$ cat config.mk
export PLATFORM = sky130hd
export DESIGN_NAME = merge21_sync
export DESIGN_NICKNAME = d
export VERILOG_FILES = /design/src/rtl/merge21_sync.sv
export SDC_FILE = /design/constraint.sdc
export NUM_CORES = 1
export LEC_CHECK = 0
export CAP_MARGIN = 20
export CORE_ASPECT_RATIO = 2
export CORE_MARGIN = 10
export CORE_UTILIZATION = 45
export DETAILED_ROUTE_END_ITERATION = 6
export PLACE_DENSITY = 0.89
export SYNTH_ARGS = -nofsm -noshare
export SYNTH_HDL_FRONTEND = slang
export SYNTH_SLANG_ARGS = --single-unit
$ cat constraint.sdc
create_clock -name CLK -period 2.8 [get_ports CLK]
set_clock_uncertainty 0.2 [all_clocks]
set_input_delay 0.84 -clock CLK [delete_from_list [all_inputs] [get_ports CLK]]
set_output_delay 0.84 -clock CLK [all_outputs]
set_load 0.01 [all_outputs]
$ cat src/rtl/merge21_sync.sv
// Clocked 2-to-1 packet merge: round-robin arbitration locked per packet,
// feeding a 2-entry output FIFO so downstream ready never reaches the inputs.
module merge21_sync #(
  parameter int W = 9
) (
  input  logic         CLK,
  input  logic         _RESET,
  input  logic [W-1:0] in0_data,
  input  logic         in0_valid,
  output logic         in0_ready,
  input  logic [W-1:0] in1_data,
  input  logic         in1_valid,
  output logic         in1_ready,
  output logic [W-1:0] out_data,
  output logic         out_valid,
  input  logic         out_ready,
  output logic [1:0]   grant
);

  localparam logic [1:0] IDLE  = 2'd0;
  localparam logic [1:0] LOCK0 = 2'd1;
  localparam logic [1:0] LOCK1 = 2'd2;

  logic [1:0]   state_q, state_d;
  logic         rr_q, rr_d;
  logic [W-1:0] mem_q [2];
  logic         rd_ptr_q, rd_ptr_d;
  logic         wr_ptr_q, wr_ptr_d;
  logic [1:0]   count_q, count_d;

  logic         space;
  logic         win_vld;
  logic         win_sel;
  logic         push;
  logic         pop;
  logic [W-1:0] push_data;

  // Space comes from the registered count only, so a same-cycle pop never frees a slot.
  assign space = (count_q != 2'd2);

  always_comb begin
    win_vld = 1'b0;
    win_sel = 1'b0;
    case (state_q)
      LOCK0: begin
        win_vld = 1'b1;
        win_sel = 1'b0;
      end
      LOCK1: begin
        win_vld = 1'b1;
        win_sel = 1'b1;
      end
      default: begin
        win_vld = in0_valid | in1_valid;
        win_sel = (in0_valid & in1_valid) ? rr_q : in1_valid;
      end
    endcase
  end

  // Ready is forced low while reset is held, even though the FIFO reads as empty.
  assign in0_ready = _RESET & space & win_vld & ~win_sel;
  assign in1_ready = _RESET & space & win_vld &  win_sel;

  assign push      = win_sel ? (in1_valid & in1_ready) : (in0_valid & in0_ready);
  assign push_data = win_sel ? in1_data : in0_data;
  assign pop       = out_valid & out_ready;

  always_comb begin
    state_d = state_q;
    rr_d    = rr_q;
    if (push) begin
      if (push_data[W-1]) begin
        state_d = IDLE;
        rr_d    = ~win_sel;
      end else begin
        state_d = win_sel ? LOCK1 : LOCK0;
      end
    end
  end

  always_comb begin
    wr_ptr_d = push ? ~wr_ptr_q : wr_ptr_q;
    rd_ptr_d = pop  ? ~rd_ptr_q : rd_ptr_q;
    count_d  = count_q + {1'b0, push} - {1'b0, pop};
  end

  always_ff @(posedge CLK or negedge _RESET) begin
    if (!_RESET) begin
      state_q  <= IDLE;
      rr_q     <= 1'b0;
      rd_ptr_q <= 1'b0;
      wr_ptr_q <= 1'b0;
      count_q  <= 2'd0;
    end else begin
      state_q  <= state_d;
      rr_q     <= rr_d;
      rd_ptr_q <= rd_ptr_d;
      wr_ptr_q <= wr_ptr_d;
      count_q  <= count_d;
    end
  end

  always_ff @(posedge CLK) begin
    if (push) begin
      mem_q[wr_ptr_q] <= push_data;
    end
  end

  // Storage is not reset; the empty FIFO presents zero instead.
  assign out_valid = (count_q != 2'd0);
  assign out_data  = out_valid ? mem_q[rd_ptr_q] : '0;
  assign grant     = {state_q == LOCK1, state_q == LOCK0};

endmodule

Run 1, the metal 1 layer:
(6 px per µm) Cells faint in the background.
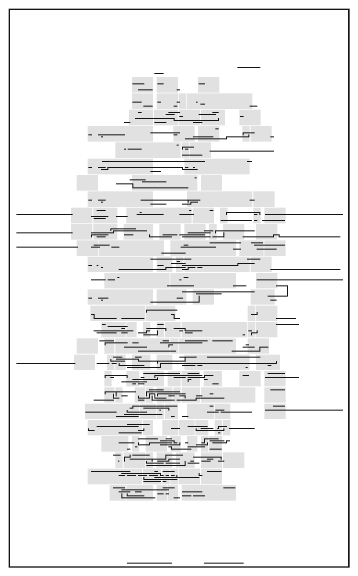
nets with wire on the layer = 154
share of all routed wire = 36%
wire length on this layer = 988 µm
longest straight run = 19.3 µm
main direction = horizontal

Run 1, metal 2:
(6 px per µm)
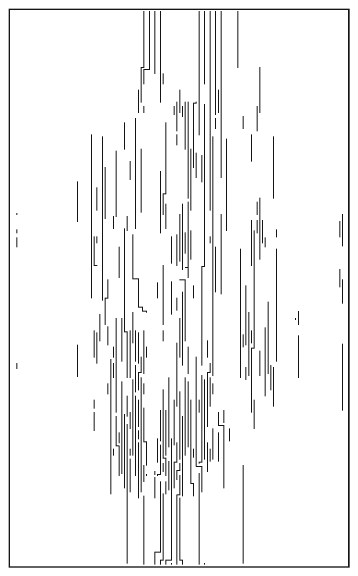
share of all routed wire = 58%
main direction = vertical
longest straight run = 39.8 µm

Run 1, met3 routing:
(4 px per µm) Cells faint in the background.
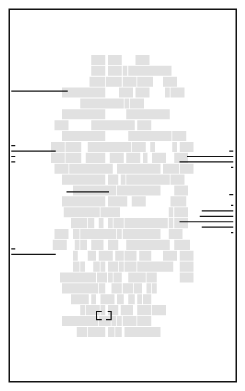
share of all routed wire = 4.4%
main direction = horizontal
longest straight run = 13.8 µm
wire length on this layer = 120 µm
nets with wire on the layer = 20

==> impl.org, run 1 <==
#+TITLE: Physical design notes

** Cells and area
- Nets :: ~170
- At the end of the flow the core is filled with cells to approximately two thirds.
- Of all the cell area in the finished design, non-clock buffers hold between 20% and 30%.
- The layout report lists the combined flip-flop and latch area as around 720 µm².
- Repair and plain buffers :: approximately 44
- In the layout the tool counted multi-input logic cells amounting to 62.
- The top cell types in the final layout, fill and taps aside, are clkdlybuf4s50_1, edfxtp_1, nor2_1, mux2i_1, buf_4.
- Number of ordinary inverters in the final layout :: 6
- Clock-cell share of area :: roughly 2.9%
- Excluding fillers, the count of instances in the completed layout stands at approximately 170.

** Yosys
- For this run, the leading register cell type out of synthesis is edfxtp_1.
- Post-synthesis average cell area :: 12.5 µm²
- In the Yosys report, the sequential cells make up roughly three fifths of the chip area.
- Yosys reports that the leading cell type by area covers between 40 and 50% of the netlist area.
- Proportion of register bits with asynchronous set or reset after synthesis :: between 20% and 30%
- The synthesized netlist occupies a cell area of around 0.0012 mm².
- The synthesis log from Yosys contains 0 warnings.
- Net count after synthesis :: about 120

** Run
- Summing over the stages, the warning tally comes to 27.

** Place
- Timing analysis after detailed placement gives a worst setup slack of -0.652 ns.
- Input and output buffers added on the ports amount to 36.
- The detailed placer reported the number of placed instances as between 150 and 200.
- Cell area reported after detailed placement :: ~0.0016 mm²

** Clock network
- TritonCTS built the clock tree.
- The skew report gives the latency at the later pin of the worst-skew pair as between 0.2 and 0.3 ns.

** Worst setup path
- The report shows a maximum critical-path fanout of 3.
- Crit path buf inv count :: 3
- STA classifies the critical path endpoint as an output pin.
- CP Data Required Time :: ~1.8 ns
- List of cells traversed by the critical path :: clkdlybuf4s15_1, o211ai_1, buf_4, a21oi_2, buf_2
- Critical Path Source Type :: primary input
- Startpoint of the most critical setup path :: in1_valid

** Pwr
- Looking at the VDD voltage map, the peak drop is approximately 650 µV.
- Post-layout power :: about 1800 µW

** Worst hold path
- Hold crit path type :: primary input to asynchronous set/reset pin

** Routing
- Via count :: roughly 880
- Drt first pass iters :: 4
- Aggregate routed wire length :: roughly 2700 µm
- Per the detail_route report, DRC violations left total 0.

** Floorplan
- For reference, the placement row count at floorplan is 26.
- Per the OpenROAD floorplan log, the width of the die is approximately 56 µm.
- FP Util :: between 40% and 50%

** Final timing
- Setup repair after global routing left no endpoint under its margin.
- The slew check shows that the tightest pin keeps a relative margin of between 70% and 80%.
- Across all hold checks on the routed design, the worst slack comes to between 0.3 and 0.4 ns.
- Number of hold violations in the final report :: 0
- Final worst path period need :: between 2 and 3 ns
- Max-slew check failures listed in the final report amount to 0.
- The end-of-flow timing check tallies setup violations at 0.
- Based on the critical path, the design can be clocked at up to around 370 MHz.
- Final critical-path setup slack :: approximately 0.08 ns

** GRT
- The number of antenna violations at the first check in global routing was 0.
- Vias in the first global route :: ~950

** Run status
- Status :: finished, final reports clean
==> run 1: flip-flops by register name, indices dropped and copies added, names as in the netlist <==
signal / count
mem_q: 18
count_q: 2
state_q: 2
rd_ptr_q: 1
rr_q: 1
wr_ptr_q: 1
==> run 1: layer usage <==
layer	GRT usage, %	vias to the layer above	share of wire [%]
li1	-	428	-
met1	10.0	425	36
met2	20.3	22	58
met3	3.15	2	4.4
met4	3.63	0	0.92
met5	0	-	0
==> run 1: path summary, 6_finish.rpt <==
kind                               end  slack [ns]  cells past startpoint
setup / recovery             in1_ready        0.08                      5
max in group asynchronous     rd_ptr_q        1.91                      2
hold reg to reg               wr_ptr_q        0.36                      2
setup reg to reg           mem_q[1][1]        0.62                      7
min in group CLK              wr_ptr_q        0.36                      2
hold / removal              state_q[0]        0.35                      2
==> run 1: timing repair <==
action                                  in CTS  in global routing
setup buffers                                1                  1
hold endpoints to repair                     0                  0
pin swaps                                    2                  2
endpoints found under the setup margin       9                  2
resized                                     14                  5
==> run 1: cell usage after synthesis, types with 3 or more instances <==
cell type	number
edfxtp_1	18
nor2_1	15
mux2i_1	10
dfrtp_1	7
mux2_1	7
inv_1	6
nand2_1	5
xnor2_1	4
a21oi_1	3
ha_1	3
o21ai_1	3
==> run 1: power by group <==
group	total [µW]	switching (µW)	internal (µW)	leakage (µW)
registers	634	82.8	552	0.000247
logic	929	431	498	0.000413
clock network	208	107	100	0.0000217
==> run 1: cell families after synthesis <==
| kind of cell | share of synthesized area [%] |
|---|---|
| adders and majority gates | 3.15 |
| and+or+nand+nor | 9.36 |
| xor gates and xnor gates | 2.94 |
| AOI/OAI and AO/OA | 4.73 |
| muxes | 16.9 |
| DFF | 60.1 |
| buffers and inverters | 2.73 |
==> run 1 -> run 2 <==
--- a/config.mk
+++ b/config.mk
@@ -10,7 +10,9 @@
 export CORE_MARGIN = 10
 export CORE_UTILIZATION = 45
 export DETAILED_ROUTE_END_ITERATION = 6
+export GPL_TIMING_DRIVEN = 1
 export PLACE_DENSITY = 0.89
 export SYNTH_ARGS = -nofsm -noshare
 export SYNTH_HDL_FRONTEND = slang
 export SYNTH_SLANG_ARGS = --single-unit
+export TNS_END_PERCENT = 20
Run 2, metal 2:
(6 px per µm)
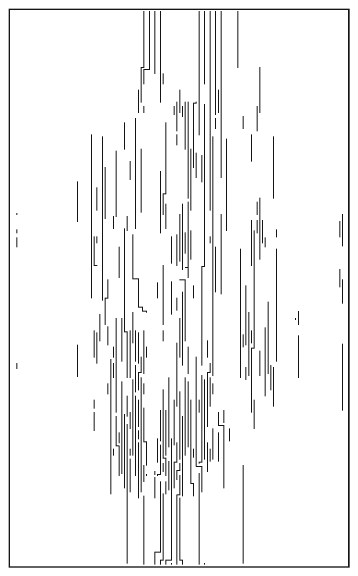
nets with wire on the layer = 148
main direction = vertical

Run 2, the metal 1 layer:
(6 px per µm) Cells faint in the background.
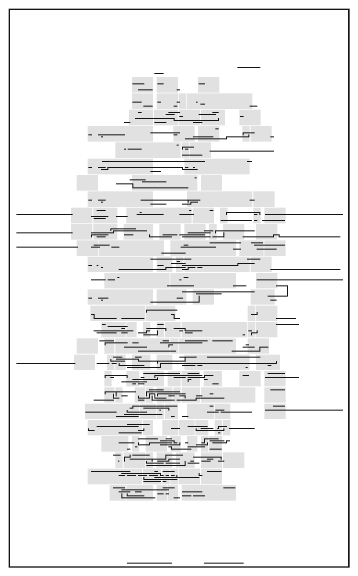
main direction = horizontal
nets with wire on the layer = 154
wire length on this layer = 988 µm
share of all routed wire = 36%

==> run 2 against run 1 <==
  * Die area unchanged
  * Worst hold slack unchanged
  * Combinational power barely moved
  * Flip-flop count unchanged
  * Sequential share of layout area did not move
  * Power is the same
  * Largest cell class unchanged
  * Via count stayed put
  * Worst setup slack did not move
==> impl.org, run 2 <==
#+TITLE: Physical design notes

** Run status
- Status :: finished, final reports clean

** Final timing
- Endpoints with negative setup slack in the final report add up to 0.
- Setup repair after global routing left no endpoint under its margin.
- Timing would allow up to ~370 MHz.
- Remaining max-slew budget at the tightest pin :: about 73%
- Hold is met by between 0.3 and 0.4 ns.
- Number of hold violations in the final report :: 0
- Max-slew violation count :: 0
- Final worst path period need :: about 2.7 ns

** Worst setup path
- Per the post-run analysis, buffers plus inverters along the critical path come to 3.
- Reg2Reg Setup Slack :: 0.62 ns
- In this run the worst path has a maximum fanout of 3.
- The worst setup path is launched from a primary input.
- Critical Path Sink Type :: output pin
- In this run the critical path is formed by clkdlybuf4s15_1, o211ai_1, buf_4, a21oi_2, buf_2.

** Yosys
- The post-synth count of flops with an enable pin is 18.
- Top cell types by occurrence after synthesis :: edfxtp_1, nor2_1, mux2i_1, dfrtp_1, mux2_1
- At floorplan, the net count of the design was reported as about 120.
- Per Yosys stat, the portion of area used by sequential elements is roughly three fifths.
- Yosys reported that registers with async set or reset make up 28.0%.
- Share of the synthesized area in the top cell type :: a little under half
- For this run the top cell type by instance count after synthesis was edfxtp_1.
- The synthesized netlist occupies a cell area of ~0.0012 mm².
- The gate-level netlist out of Yosys references 21 unique cell types.
- Yosys warning count :: 0
- Post-synthesis average cell area :: about 13 µm²

** Pwr
- Maximum ir drop on the vdd rail :: about 650 µV
- Switching portion of total power :: 35.1%
- Fraction of power consumed by sequential logic :: about 36%
- Fraction of power consumed by the clock network :: around an eighth
- The power report lists cell-internal power as ~1200 µW.
- Dividing total power by cell area gives a power density of around 1000 mW/mm².
- Total net switching power :: approximately 620 µW
- Comb pwr share :: between 50% and 60%
- Post-layout power :: 1770 µW

** Routing
- The iteration count recorded for the first detailed-route pass is 4.
- Aggregate routed wire length :: around 2700 µm
- Via count :: between 800 and 900

** GRT
- Initial antenna violation count :: 0
- Total congestion overflow :: 0
- Met3 global-route usage :: 3.15%
- Busiest metal layer after global routing :: met2
- The via count of the first global-routing pass came to approximately 950.
- met1 track demand over resource after global routing is between 10% and 20%.
- Routing usage on met2 :: between 20% and 30%

** Cells and area
- In the layout the tool counted multi-input logic cells amounting to slightly above 60.
- Non-clock inverters in the final layout number 6.
- Most flop-heavy register :: mem_q
- Measured on the final layout, buffering overhead outside the clock network stands at 24.1%.
- Per the layout area report, the register area comes to approximately 720 µm².
- Max reg flops :: 18
- In the layout the commonest cells are clkdlybuf4s50_1, edfxtp_1, nor2_1, mux2i_1, buf_4.
- After layout, the buffer instance count without clock buffers stands at between 40 and 50.
- Nets :: between 150 and 200
- Clock-cell share of area :: a little under 3%
- Final cell utilization of the core :: between 60% and 70%

** Floorplan
- Before placement the cells fill a little under half of the core.
- Overall chip area :: about 0.0052 mm²
- Row count :: 26

** Clock network
- TritonCTS built the clock tree.
- At the later pin of the worst-skew pair, clock insertion delay measures about 0.26 ns.

** Worst hold path
- Hold crit path type :: primary input to asynchronous set/reset pin

** Place
- Number of buffers inserted by port buffering :: 36

** Run
- Warning total across the stage logs :: 27
run 2: cell counts after synthesis:
No cell type changed its count.
run 2: routing by layer:
layer	share of wire, %	wire [µm]	vias up
met5	0	0	-
met3	4.4	119	2
li1	-	-	428
met1	36	988	425
met2	58	1580	22
met4	0.92	25	0
run 2: cells by family (layout without fill, tap and decap cells):
family / count (synthesis) / count (layout) / share of synthesized area, %
simple gates: 26 / 26 / 9.36
flops: 25 / 25 / 60.1
mux: 19 / 19 / 16.9
compound gates: 10 / 10 / 4.73
buf+inv: 8 / 54 / 2.73
xor+xnor: 4 / 4 / 2.94
fa+ha+maj: 3 / 3 / 3.15
run 2: stage by stage:
stage	cells	cell area, µm²	worst slack [ns]
floorplan	95	1190	0.226
global placement	163	1620	-0.561
detailed placement	163	1620	-0.652
CTS	168	1670	0.0337
global route	169	1690	0.0248
finish	169	1690	0.0813
run 2: path summary, 6_finish.rpt:
path,startpoint,end,depth (start not counted)
max in group asynchronous,_RESET,rd_ptr_q,2
worst min-delay path,_RESET,state_q[0],2
worst max-delay path,in1_valid,in1_ready,5
min in group CLK,wr_ptr_q,wr_ptr_q,2
worst max register to register,state_q[0],mem_q[1][1],7
worst min register to register,wr_ptr_q,wr_ptr_q,2
run 2: what timing repair did:
action	CTS	global route
pin swaps	2	2
gates resized	14	5
gates cloned	0	0
buffers inserted	1	1
endpoints found under the hold margin	0	0
setup endpoints to repair	9	2
run 2: power groups by stage:
stage                     Sequential, µW  Clock (µW)  Combinational [µW]
after floorplan                      592           0                 521
after global placement               631           0                 851
after detailed placement             642           0                 889
after CTS                            635         215                 899
after global routing                 651         241                1010
final                                634         208                 929
==> run 2 -> run 3 <==
--- a/config.mk
+++ b/config.mk
@@ -9,6 +9,7 @@
 export CORE_ASPECT_RATIO = 2
 export CORE_MARGIN = 10
 export CORE_UTILIZATION = 45
+export CTS_CLUSTER_SIZE = 8
 export DETAILED_ROUTE_END_ITERATION = 6
 export GPL_TIMING_DRIVEN = 1
 export PLACE_DENSITY = 0.89
Run 3, the metal 1 layer:
(6 px per µm) Cells faint in the background.
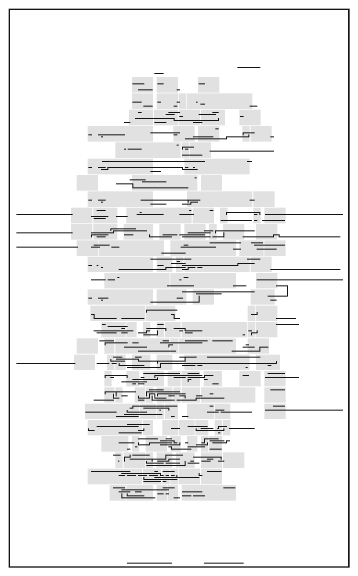
nets with wire on the layer = 154
share of all routed wire = 36%
wire length on this layer = 988 µm
main direction = horizontal
longest straight run = 19.3 µm

==> run 3 against run 2 <==
  * Power stayed put
  * Sequential power hardly changed
  * Combinational power hardly changed
  * Design area is the same
  * Routed wire length unchanged
  * Area after synthesis stayed put
  * Utilization is the same
  * Sequential share of layout area is the same
  * Critical path depth unchanged
  * Largest cell class unchanged
  * Largest power group unchanged
==> impl.org, run 3 <==
#+TITLE: Physical design notes

** Worst setup path
- The critical path maximum fanout is 3.
- Critical Path Source Type :: primary input
- Reg2Reg Setup Slack :: 0.62 ns
- Critical Path Sink Type :: output pin
- The report lists the cells along the critical path as clkdlybuf4s15_1, o211ai_1, buf_4, a21oi_2, buf_2.
- The report puts the cell count of the worst reg-to-reg path at 7.
- Looking at the reg2reg group, the worst path starts from state_q[0].
- The data required time reported for the critical path is ~1.8 ns.
- Reg-to-reg critical path endpoint :: mem_q[1][1]

** Cells and area
- Nets :: 168
- Layout Cells excl Fill :: about 170
- Max reg flops :: 18
- The top cell types in the final layout, fill and taps aside, are clkdlybuf4s50_1, edfxtp_1, nor2_1, mux2i_1, buf_4.
- Largest registers ranked by flip-flop count :: mem_q: 18 flops, count_q: 2 flops, state_q: 2 flops
- The post-route utilization of the core is recorded as approximately 67%.
- Total non-filler cell area in the finished layout :: between 0.0015 and 0.002 mm²

** Final timing
- Final-report setup violation count :: 0
- Maximum clock frequency :: 368 MHz
- Final worst path period need :: about 2.7 ns
- Max-slew violation count :: 0
- Remaining max-slew budget at the tightest pin :: 73.0%
- Number of hold violations in the final report :: 0
- Setup repair after global routing left no endpoint under its margin.

** Run
- The number of warnings reported in the stage logs is 27.

** Worst hold path
- The type recorded for the worst min-delay path is primary input to asynchronous set/reset pin.

** Yosys
- Summing the areas of all compound-gate instances in the mapped netlist gives 4.73% of the synthesized area.
- Top cell types by occurrence after synthesis :: edfxtp_1, nor2_1, mux2i_1, dfrtp_1, mux2_1
- Comb area leader :: multiplexers
- Yosys reports a chip area of around 0.0012 mm².
- The synthesis stats list as the most numerous cell edfxtp_1.
- Yosys warning count :: 0
- The synthesized netlist devotes about a tenth of its cell area to simple gates.
- The number of nets in the synthesized netlist is 121.
- Count of cell types in the netlist :: 21
- Post-synth the commonest register cell is edfxtp_1.
- Proportion of synthesized area in mux cells :: around 17%
- For this run, the register share of the synthesized area comes to about three fifths.
- EDFF count, synth :: 18
- Dividing the synthesized area by the synthesized cell count gives 12.5 µm².
- Summing the areas of all fa, ha and maj instances in the mapped netlist gives roughly 3.2% of the synthesized area.
- Share of the synthesized area in the top cell type :: around 45%

** Place
- The placement report lists the number of port buffers as 36.
- Placed cell count :: about 160
- The placed instances occupy a cell area of about 0.0016 mm².

** Floorplan
- Row count :: 26
- Chip width :: 56.4 µm
- FP Util :: ~47%
- The die covers 0.00523 mm².

** GRT
- Initial antenna violation count :: 0
- Vias in the first global route :: approximately 950

** Routing
- The iteration count recorded for the first detailed-route pass is 4.
- For this run, design rule violations remaining after detail routing come to 0.
- Aggregate routed wire length :: ~2700 µm
- Via count :: 877

** Pwr
- Post-layout power :: about 1800 µW
- IR analysis of the VDD net gives a maximum drop of 651 µV.
- Areal power density over the cells :: ~1000 mW/mm²

** Clock network
- The clock reaches the later pin of the worst-skew pair after between 0.2 and 0.3 ns.
- TritonCTS built the clock tree.

** Run status
- The flow ran to the end, and the final reports show no timing, DRC or antenna violations.
Run 3, pin placement:
(6 px per µm) Pins as bars across the die edge, other pins in grey.
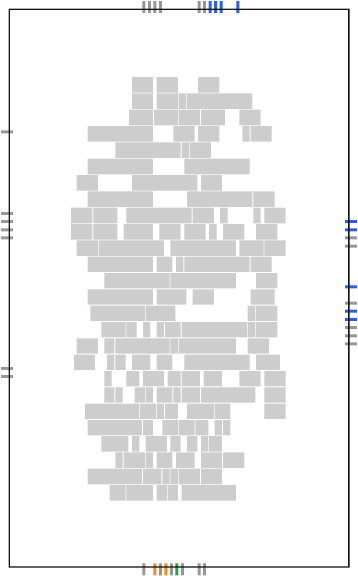
green -> `in1_valid`  # pins 1, direction input, edge bottom
orange -> `grant`  # pins 2, direction output, edge bottom
blue -> `out_data`  # pins 9, direction output, edge 5 right, 4 top

[run 3: cell counts after synthesis]
No cell type changed its count.
[run 3: stage by stage]
stage                     setup TNS [ns]  worst slack (ns)
final                                  0            0.0813
after global routing                   0            0.0248
after CTS                              0            0.0337
after detailed placement           -1.22            -0.652
after global placement             -1.01            -0.561
after floorplan                        0             0.226
[run 3: area by class of cell]
type / instances / area, µm²
clock buffers: 3 / 41.3
clock inverters: 1 / 7.51
fillers: 193 / 843
inverters: 6 / 22.5
multi-input cells: 62 / 463
flip-flops and latches: 25 / 717
well taps: 28 / 35.0
repair buffers: 44 / 408
[run 3: metal layers]
layer / global-route usage (%) / share of wire [%] / up-vias / wire (µm)
met1: 10.0 / 36 / 425 / 988
met2: 20.3 / 58 / 22 / 1580
met5: 0 / 0 / - / 0
met3: 3.15 / 4.4 / 2 / 119
li1: - / - / 428 / -
met4: 3.63 / 0.92 / 0 / 25
[run 3: report_power, final]
part | switching, µW | internal, µW | leakage (µW)
Sequential | 82.8 | 552 | 0.000247
Combinational | 431 | 498 | 0.000413
Clock | 107 | 100 | 0.0000217
Total | 621 | 1150 | 0.000682
[run 3: worst max-delay path by stage]
stage / from / to / cells after the start
finish: in1_valid / in1_ready / 5
global route: in0_valid / in0_ready / 6
CTS: in0_valid / in0_ready / 6
detailed placement: in0_valid / in0_ready / 6
global placement: in0_valid / in0_ready / 6
floorplan: in0_valid / in0_ready / 5
[run 3: what timing repair did]
action,4_1_cts,5_1_grt
setup buffers,1,1
gates resized,14,5
endpoints found under the setup margin,9,2
pin swaps,2,2
[run 3: worst max-delay path, delay by kind of cell]
kind                   cells  cell delay [ns]
buffers and inverters      3             0.55
AOI/OAI and AO/OA          2             0.29
No activity file was given, so power comes from the tool's default toggle rates.
